===== config.mk =====
export PLATFORM = sky130hd
export DESIGN_NAME = csk_adder_pipe_flat
export DESIGN_NICKNAME = d
export VERILOG_FILES = /design/src/rtl/csk_adder_pipe_if.sv /design/src/rtl/csk_adder_pipe_block.sv /design/src/rtl/csk_adder_pipe.sv /design/src/flat_wrapper.sv
export SDC_FILE = /design/constraint.sdc
export NUM_CORES = 1
export LEC_CHECK = 0
export CORE_MARGIN = 5
export CORE_UTILIZATION = 41
export CTS_CLUSTER_DIAMETER = 120
export CTS_CLUSTER_SIZE = 40
export DETAILED_ROUTE_END_ITERATION = 10
export PLACE_DENSITY = 0.71
export SYNTH_ARGS = -nofsm -noshare
export SYNTH_HDL_FRONTEND = slang
export SYNTH_SLANG_ARGS = --single-unit

===== constraint.sdc =====
create_clock -name clk -period 5.7 [get_ports clk]
set_clock_uncertainty 0.15 [all_clocks]
set_input_delay 1.14 -clock clk [delete_from_list [all_inputs] [get_ports clk]]
set_output_delay 1.14 -clock clk [all_outputs]
set_load 0.005 [all_outputs]

===== src/rtl/csk_adder_pipe_if.sv =====
// csk_adder_pipe_if: operand/result handshake bundle for the pipelined carry-skip adder
interface csk_adder_pipe_if #(
  parameter int WIDTH = 16
);
  logic in_valid, in_ready, cin, sub;
  logic [WIDTH-1:0] inA, inB, sum;
  logic out_valid, out_ready, cout, ovf;
  modport master (
    output in_valid, inA, inB, cin, sub, out_ready,
    input  in_ready, out_valid, sum, cout, ovf
  );
  modport slave (
    input  in_valid, inA, inB, cin, sub, out_ready,
    output in_ready, out_valid, sum, cout, ovf
  );
endinterface


===== src/rtl/csk_adder_pipe_block.sv =====
// csk_block: BLK-bit ripple block whose carry-out bypasses the chain when every bit propagates
module csk_block #(
  parameter int BLK = 4
) (
  input  logic [BLK-1:0] a,
  input  logic [BLK-1:0] b,
  input  logic           cin,
  output logic [BLK-1:0] s,
  output logic           cout,
  output logic           cm
);
  logic [BLK:0] c;
  assign c[0] = cin;
  for (genvar i = 0; i < BLK; i++) begin : r
    assign c[i+1] = (a[i] & b[i]) | ((a[i] ^ b[i]) & c[i]);
  end
  assign s    = a ^ b ^ c[BLK-1:0];
  assign cout = &(a ^ b) ? cin : c[BLK];
  assign cm   = c[BLK-1];
endmodule


===== src/rtl/csk_adder_pipe.sv =====
// csk_adder_pipe: carry-skip add/sub split into PIPE register stages behind a valid/ready handshake
module csk_adder_pipe #(
  parameter int WIDTH = 16,
  parameter int BLK   = 4,
  parameter int PIPE  = 2
) (
  input logic clk,
  input logic rst_n,
  csk_adder_pipe_if.slave bus
);
  localparam int NB  = WIDTH / BLK;
  localparam int BPS = NB / PIPE;
  localparam int SW  = BPS * BLK;
  logic en, m_q;
  logic [WIDTH-1:0] bs;
  logic [NB-1:0] bci, bco, bcm;
  assign en = !bus.out_valid || bus.out_ready;
  assign bus.in_ready = en;
  for (genvar k = 0; k < PIPE; k++) begin : st
    localparam logic [WIDTH-1:0] MK = ({WIDTH{1'b1}} >> (WIDTH - SW)) << (k * SW);
    logic [WIDTH-1:0] ai, bi, si, a_q, b_q, s_q;
    logic ci, vi, c_q, v_q;
    if (k == 0) begin : h
      assign ai = bus.inA;
      assign bi = bus.sub ? ~bus.inB : bus.inB;
      assign si = '0;
      assign ci = bus.sub | bus.cin;
      assign vi = bus.in_valid;
    end else begin : h
      assign ai = st[k-1].a_q;
      assign bi = st[k-1].b_q;
      assign si = st[k-1].s_q;
      assign ci = st[k-1].c_q;
      assign vi = st[k-1].v_q;
    end
    for (genvar j = 0; j < BPS; j++) begin : bk
      localparam int G = k * BPS + j;
      if (j == 0) begin : c
        assign bci[G] = ci;
      end else begin : c
        assign bci[G] = bco[G-1];
      end
      csk_block #(.BLK(BLK)) u_blk (
        .a(ai[G*BLK +: BLK]), .b(bi[G*BLK +: BLK]), .cin(bci[G]),
        .s(bs[G*BLK +: BLK]), .cout(bco[G]), .cm(bcm[G])
      );
    end
    always_ff @(posedge clk or negedge rst_n)
      if (!rst_n) begin
        a_q <= '0;
        b_q <= '0;
        s_q <= '0;
        c_q <= 1'b0;
        v_q <= 1'b0;
      end else if (en) begin
        a_q <= ai;
        b_q <= bi;
        s_q <= (si & ~MK) | (bs & MK);
        c_q <= bco[(k+1)*BPS-1];
        v_q <= vi;
      end
  end
  always_ff @(posedge clk or negedge rst_n)
    if (!rst_n) m_q <= 1'b0;
    else if (en) m_q <= bcm[NB-1];
  assign bus.out_valid = st[PIPE-1].v_q;
  assign bus.sum       = st[PIPE-1].s_q;
  assign bus.cout      = st[PIPE-1].c_q;
  assign bus.ovf       = st[PIPE-1].c_q ^ m_q;
endmodule


===== src/flat_wrapper.sv =====
// flat-port wrapper written by rule: the top's interface ports become plain ports
module csk_adder_pipe_flat 
#(
  parameter int WIDTH = 16,
  parameter int BLK   = 4,
  parameter int PIPE  = 2
)
  (clk, rst_n, bus_in_valid, bus_inA, bus_inB, bus_cin, bus_sub, bus_out_ready, bus_in_ready, bus_out_valid, bus_sum, bus_cout, bus_ovf);
  csk_adder_pipe_if #(.WIDTH(WIDTH)) bus_i ();
  input logic clk;
  input logic rst_n;
  input wire logic [$bits(bus_i.in_valid)-1:0] bus_in_valid;
  input wire logic [$bits(bus_i.inA)-1:0] bus_inA;
  input wire logic [$bits(bus_i.inB)-1:0] bus_inB;
  input wire logic [$bits(bus_i.cin)-1:0] bus_cin;
  input wire logic [$bits(bus_i.sub)-1:0] bus_sub;
  input wire logic [$bits(bus_i.out_ready)-1:0] bus_out_ready;
  output wire logic [$bits(bus_i.in_ready)-1:0] bus_in_ready;
  output wire logic [$bits(bus_i.out_valid)-1:0] bus_out_valid;
  output wire logic [$bits(bus_i.sum)-1:0] bus_sum;
  output wire logic [$bits(bus_i.cout)-1:0] bus_cout;
  output wire logic [$bits(bus_i.ovf)-1:0] bus_ovf;
  assign bus_i.in_valid = bus_in_valid;
  assign bus_i.inA = bus_inA;
  assign bus_i.inB = bus_inB;
  assign bus_i.cin = bus_cin;
  assign bus_i.sub = bus_sub;
  assign bus_i.out_ready = bus_out_ready;
  assign bus_in_ready = bus_i.in_ready;
  assign bus_out_valid = bus_i.out_valid;
  assign bus_sum = bus_i.sum;
  assign bus_cout = bus_i.cout;
  assign bus_ovf = bus_i.ovf;
  csk_adder_pipe #(.WIDTH(WIDTH), .BLK(BLK), .PIPE(PIPE)) u_core (.clk(clk), .rst_n(rst_n), .bus(bus_i));
endmodule

### Layout detail

The bar under the picture is 5 um long. Window x 34 to 54, y 52 to 72 um. Cells in gray, sequential cells in the stronger gray; small squares are vias.
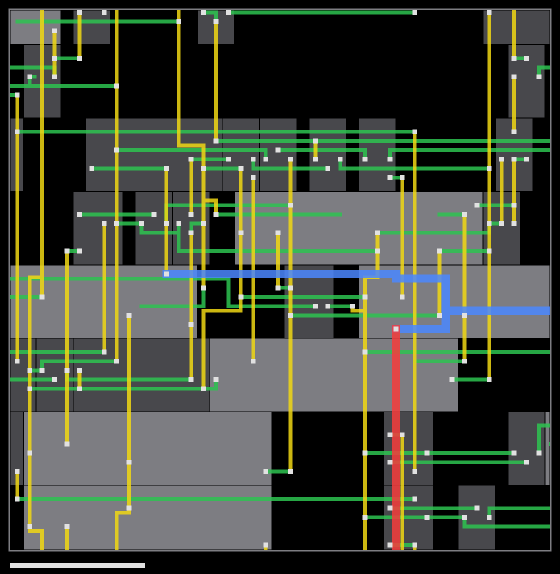
legend:
  metal 2:
    color: yellow
  metal 1:
    color: green
  metal 3:
    color: blue
  metal 4:
    color: red
sequential cells in the window: 6
cells with their middle in the window: 26
most frequent: nand2_1 (8), dfrtp_1 (6)
netlist names of flops here include: u_core.st.s_q (4), u_core.bus.sum (2)

### Track usage over the die

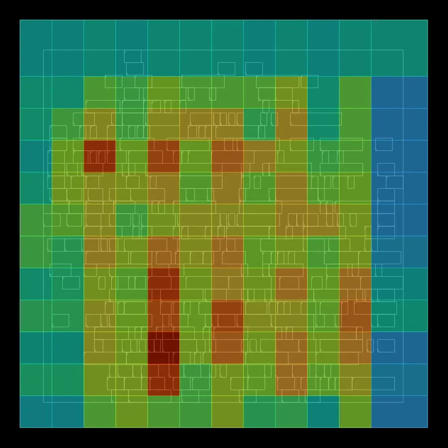
share of the core filled with cells in the final layout: 54.8%
post-DR wirelength/cell: 12.9 um

### Gate families picked out

The bar under the picture is 20 um long.
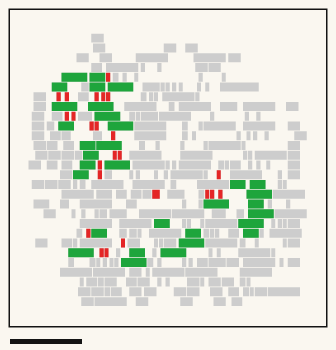
legend:
  inv cells:
    color: red
    cells: 24
    most_used: inv_1
  fa/ha/maj cells:
    color: green
    cells: 32

==> Table 3: Implementation characteristics <==
Summary of implementation characteristics

Parameter                              Value

Routing
  Sum of routed wire length over all layers    4.94 mm
  Total vias in the final route    1734
  Uppermost layer routed    met4
  Violation tally from detailed-route iteration zero    roughly 130
  Post-route met1 wirelength    2.25 mm

Power and ir drop
  NetSw    325 uW
  Sequential Power    around 470 uW
  Top power group    registers
  Switching Share    30.0%
  Clock power share    22.8%

Layout
  Non-filler instance count after layout    about 380
  Logic share of the area    37.5%
  Proportion of cell area occupied by registers    34.7%
  Cell area after layout    0.00324 sq mm
  Non-clock inverter total of the final layout    24

Worst setup path
  Destination of the worst register-to-register timing path    u_core.bus.cout$_DFFE_PN0P_
  FF-to-FF setup slack    1010 ps
  Startpoint-to-endpoint class of the critical path    in2reg
  Crit path from    bus_inB[0]
  Worst Path Arrival    5500 ps

Global routing
  Most heavily used metal layer in global routing    met2
  Overflow left after global routing    0
  Total Routing Usage GR    14.5%

Synth
  Synth Seq Share    45.0%
  Most used flip-flop cell after synthesis    sky130_fd_sc_hd__dfrtp_1
  Tally of unique sky130hd cells used after synthesis    24
  Library cell with the highest instance count after synthesis    sky130_fd_sc_hd__nand2_1
  Net count after synthesis    321
  Share of flip-flops with an asynchronous set or reset after synthesis    100%
  Number of storage elements in the synthesis netlist    45

Floorplanning
  Height of the chip    about 90 um
  Top-level port count    just under 60

Run status
  Result of the run    completed

Timing
  Hold slack final    312 ps
critical path, cell delays in order:
cell and delay [ps]:
sky130_fd_sc_hd__clkdlybuf4s50_1 470, sky130_fd_sc_hd__xor2_1 190, sky130_fd_sc_hd__inv_1 90, sky130_fd_sc_hd__fa_1 410
sky130_fd_sc_hd__fa_1 410, sky130_fd_sc_hd__fa_1 390, sky130_fd_sc_hd__fa_1 350, sky130_fd_sc_hd__mux2_2 300
sky130_fd_sc_hd__fa_1 390, sky130_fd_sc_hd__fa_1 390, sky130_fd_sc_hd__fa_1 370, sky130_fd_sc_hd__inv_1 70
sky130_fd_sc_hd__fa_1 400, sky130_fd_sc_hd__nand2_1 60, sky130_fd_sc_hd__nand2_1 50
No activity file was given, so power comes from the tool's default toggle rates.
